## src/rtl/binary_divider_seq.sv

```systemverilog
// binary_divider_seq: sequential restoring divider for unsigned mantissas.
// Computes Q = floor((A << FRAC) / B) and R = (A << FRAC) mod B, one quotient
// bit per clock, MSB first. A zero divisor skips the iteration and returns
// Q = all ones, R = A with dbz set.
// Optional feature: define BINDIV_STICKY_EN to add the `sticky` output
// (final remainder != 0), registered together with done.
module binary_divider_seq #(
    parameter int N    = 24,
    parameter int FRAC = 24
) (
    input  logic              clk,
    input  logic              rst_n,
    input  logic              start,
    input  logic [N-1:0]      A,
    input  logic [N-1:0]      B,
    output logic              busy,
    output logic              done,
    output logic              dbz,
    output logic [N+FRAC-1:0] Q,
    output logic [N-1:0]      R
`ifdef BINDIV_STICKY_EN
    ,
    output logic              sticky
`endif
);

    localparam int QW = N + FRAC;
    localparam int SW = $clog2(QW);

    typedef enum logic [1:0] {
        S_IDLE = 2'd0,
        S_RUN  = 2'd1,
        S_DONE = 2'd2
    } state_e;

    state_e          state_q, state_d;

    // Working registers of the iteration. The remainder itself always stays
    // below B, so it is held in N bits; the N+1-bit trial carries the extra
    // headroom needed for the shifted-in bit.
    logic [N-1:0]    a_sh_q, a_sh_d;    // dividend bits still to be consumed, MSB first
    logic [N-1:0]    b_q, b_d;          // latched divisor
    logic [N-1:0]    rem_q, rem_d;      // partial remainder
    logic [QW-1:0]   quo_q, quo_d;      // quotient shift register
    logic [SW-1:0]   step_q, step_d;    // index of the next quotient bit
    logic            zdiv_q, zdiv_d;    // current operation is a divide by zero

    // Result registers; they hold until the next completion or reset.
    logic            done_q, done_d;
    logic            dbz_q, dbz_d;
    logic [QW-1:0]   q_q, q_d;
    logic [N-1:0]    r_q, r_d;
`ifdef BINDIV_STICKY_EN
    logic            sticky_q, sticky_d;
`endif

    logic [N:0]      trial;
    logic            trial_ge;

    // One restoring step: bring down the next dividend bit and compare.
    // Once the N dividend bits are exhausted a_sh_q has shifted to zero, which
    // supplies the FRAC appended zero bits for free.
    always_comb begin
        trial    = {rem_q, a_sh_q[N-1]};
        trial_ge = (trial >= {1'b0, b_q});
    end

    // Next-state and datapath update for the control FSM.
    always_comb begin
        // NOTE: every signal driven here gets a default first, so no path through
        // the case statement can leave one unassigned and infer a latch.
        state_d  = state_q;
        a_sh_d   = a_sh_q;
        b_d      = b_q;
        rem_d    = rem_q;
        quo_d    = quo_q;
        step_d   = step_q;
        zdiv_d   = zdiv_q;
        done_d   = 1'b0;
        dbz_d    = dbz_q;
        q_d      = q_q;
        r_d      = r_q;
`ifdef BINDIV_STICKY_EN
        sticky_d = sticky_q;
`endif

        unique case (state_q)
            S_IDLE: begin
                if (start) begin
                    a_sh_d = A;
                    b_d    = B;
                    step_d = '0;
                    if (B == '0) begin
                        // No iteration: preload the divide-by-zero result.
                        state_d = S_DONE;
                        quo_d   = '1;
                        rem_d   = A;
                        zdiv_d  = 1'b1;
                    end else begin
                        state_d = S_RUN;
                        quo_d   = '0;
                        rem_d   = '0;
                        zdiv_d  = 1'b0;
                    end
                end
            end

            S_RUN: begin
                a_sh_d = {a_sh_q[N-2:0], 1'b0};
                quo_d  = {quo_q[QW-2:0], trial_ge};
                // When trial_ge holds, trial - B < B, so the top bit is zero.
                rem_d  = trial_ge ? N'(trial - {1'b0, b_q}) : trial[N-1:0];
                step_d = step_q + SW'(1);
                if (step_q == SW'(QW - 1)) begin
                    state_d = S_DONE;
                end
            end

            S_DONE: begin
                // Publish the result together with the single done pulse.
                state_d  = S_IDLE;
                done_d   = 1'b1;
                dbz_d    = zdiv_q;
                q_d      = quo_q;
                r_d      = rem_q;
`ifdef BINDIV_STICKY_EN
                sticky_d = (rem_q != '0);
`endif
            end

            default: begin
                state_d = S_IDLE;
            end
        endcase
    end

    // State and datapath registers with synchronous active-low reset.
    always_ff @(posedge clk) begin
        // NOTE: sequential state uses non-blocking assignments so every register
        // samples the pre-edge value of the others, independent of statement order.
        if (!rst_n) begin
            // NOTE: every register, including the datapath, is cleared so that a
            // reset mid-operation leaves no stale quotient or remainder visible.
            state_q  <= S_IDLE;
            a_sh_q   <= '0;
            b_q      <= '0;
            rem_q    <= '0;
            quo_q    <= '0;
            step_q   <= '0;
            zdiv_q   <= 1'b0;
            done_q   <= 1'b0;
            dbz_q    <= 1'b0;
            q_q      <= '0;
            r_q      <= '0;
`ifdef BINDIV_STICKY_EN
            sticky_q <= 1'b0;
`endif
        end else begin
            state_q  <= state_d;
            a_sh_q   <= a_sh_d;
            b_q      <= b_d;
            rem_q    <= rem_d;
            quo_q    <= quo_d;
            step_q   <= step_d;
            zdiv_q   <= zdiv_d;
            done_q   <= done_d;
            dbz_q    <= dbz_d;
            q_q      <= q_d;
            r_q      <= r_d;
`ifdef BINDIV_STICKY_EN
            sticky_q <= sticky_d;
`endif
        end
    end

    assign busy   = (state_q == S_RUN);
    assign done   = done_q;
    assign dbz    = dbz_q;
    assign Q      = q_q;
    assign R      = r_q;
`ifdef BINDIV_STICKY_EN
    assign sticky = sticky_q;
`endif

endmodule

```

## config.mk

```make
export PLATFORM = sky130hd
export DESIGN_NAME = binary_divider_seq
export DESIGN_NICKNAME = d
export VERILOG_FILES = /design/src/rtl/binary_divider_seq.sv
export SDC_FILE = /design/constraint.sdc
export NUM_CORES = 1
export LEC_CHECK = 0
export CORE_ASPECT_RATIO = 0.8
export CORE_MARGIN = 5
export CORE_UTILIZATION = 56
export DETAILED_ROUTE_END_ITERATION = 10
export PLACE_DENSITY = 0.9
export SYNTH_ARGS = -nofsm -noshare
export SYNTH_HDL_FRONTEND = slang
export SYNTH_SLANG_ARGS = --single-unit
```

## constraint.sdc

```tcl
create_clock -name clk -period 3.5 [get_ports clk]
set_clock_uncertainty 0.1 [all_clocks]
set_input_delay 0.7 -clock clk [delete_from_list [all_inputs] [get_ports clk]]
set_output_delay 0.7 -clock clk [all_outputs]
set_load 0.02 [all_outputs]
```

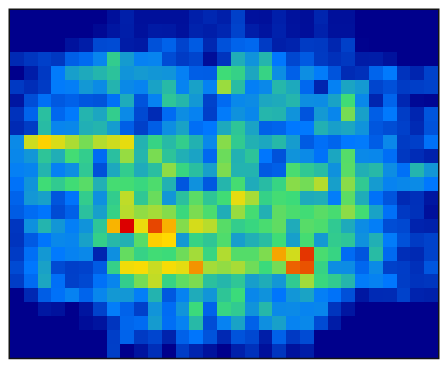
(images/metal_density.png)
The die is cut into 31 by 25 equal tiles; dark blue is low, red is high, scaled to the fullest tile. Values are wire area over tile area, all layers added.
The emptiest ninth of the die: north-east. 13% of the tiles are nearly empty. The fullest tile reaches 0.80. The mean over all tiles is 0.21. 14% of the tiles are over half the peak.

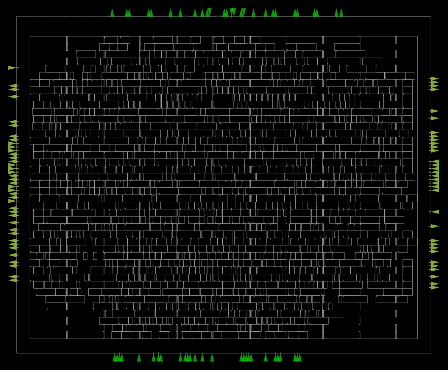
(images/placement.png)
fill cell count: 1349
non-filler instance count after layout: 1520
final core occ: 69.89%

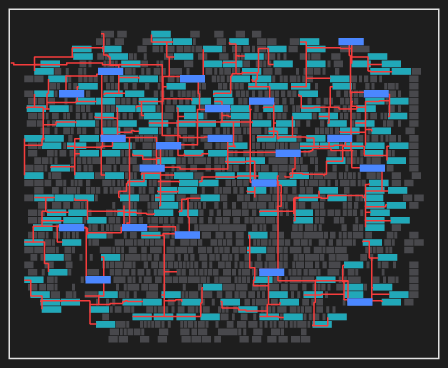
(images/clk_routes.png)
Key: blue = clock drivers [count 21]; red = clock wires [length 2290 um]; cyan = flip-flops [count 203]
There are 22 routed clock nets.

==> impl_metrics.tcl <==
# collected from the flow reports
set metrics [dict create \
    outcome "complete, no violations" \
    hold_class "reg2reg" \
    postCtsSetupBuffers 0 \
    cts_max_path_buffers 3 \
    nets 1364 \
    std_cell_rows 42 \
    area.sequential_um2 4064 \
    inverters_excl_clock 32 \
    clk_pin_slew_ns 0.06 \
    final.min_clock_period_ns 3.096 \
    hold_slack_ns 0.3606 \
    swShare_pct 34.95 \
    overflow 0 \
    grt_pass1_wl_um 42030 \
    synth-warning-count 0 \
    power_mw 7.349 \
    reg2reg_depth 12 \
    cp-start-kind "flip-flop" \
    clock_net_power_mw 2.22 \
    synthMostInstantiatedCell "nand2_1" \
    core_um2 16710 \
    clock_buffers 30 \
    synth_flop_count 203 \
    use_met2_pct 39.25 \
    place_ws_ns 0.4319 \
    yosys_area_um2 9608 \
    drive_above_1_share_pct 5.692 \
    maxPowerGroup "sequential cells" \
    r2r_setup_slack_ns 0.40 \
    wl_met2_um 11510 \
    worstSetupPathType "reg2reg" \
    avgSynthCellArea_um2 7.940 \
    cts_root_buffer "clkbuf_16" \
    cts_sinks 203 \
]
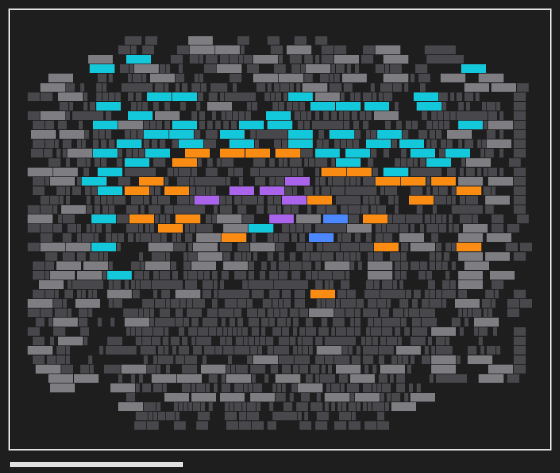
(images/flops_by_reg.png)
Bar = 50 um.
Key: blue = state_q [flops 2]; cyan = quo_q [flops 48]; purple = step_q [flops 6, where center]; orange = a_sh_q [flops 24]
Another 123 sequential cells are not colored.

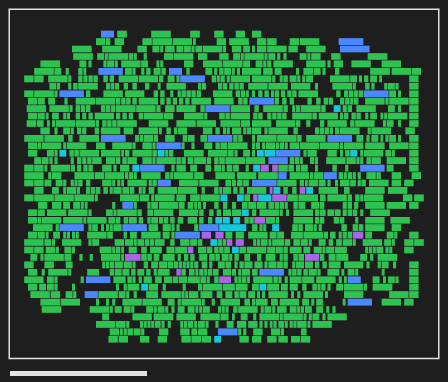
(images/sizes.png)
Bar = 50 um.
Key: purple = _2 cells [cells 17, share 1.3%]; cyan = _3 and _4 cells [cells 24, share 1.8%, most used buf_4]; green = _0 and _1 cells [cells 1226, share 94%, most used nand2_1]; blue = _6 and larger [cells 33, share 2.5%, most used clkbuf_16]
Signal buffers: 147
post-route cell area: 11680 um^2
setup ws final: 0.4037 ns
Area Growth Syn to Fin: 21.57%

## worst max-delay path, stage by stage, from the launching register on
cell and delay (ns):
dfxtp_1 0.32, inv_1 0.08, ha_1 0.18, inv_1 0.06, fa_1 0.39, a21o_1 0.23, a221oi_2 0.44, o221ai_1 0.26
a21oi_1 0.40, nor2_1 0.11, xor2_1 0.16, mux2i_1 0.17, a31oi_1 0.10
## sequential cells by signal, indices dropped and copies added (netlist names)
signal,cells
rem_q,24
quo_q,48
R,24
b_q,24
step_q,6
a_sh_q,24
state_q,2
dbz,1
Q,48
done,1
zdiv_q,1
## how the worst min path moves through the flow
stage / endpoint / cells past startpoint
2_1_floorplan: Q[47] / 2
3_3_place_gp: R[3] / 2
3_5_place_dp: Q[43] / 2
4_1_cts: b_q[16] / 2
5_1_grt: b_q[20] / 2
6_report: Q[43] / 2
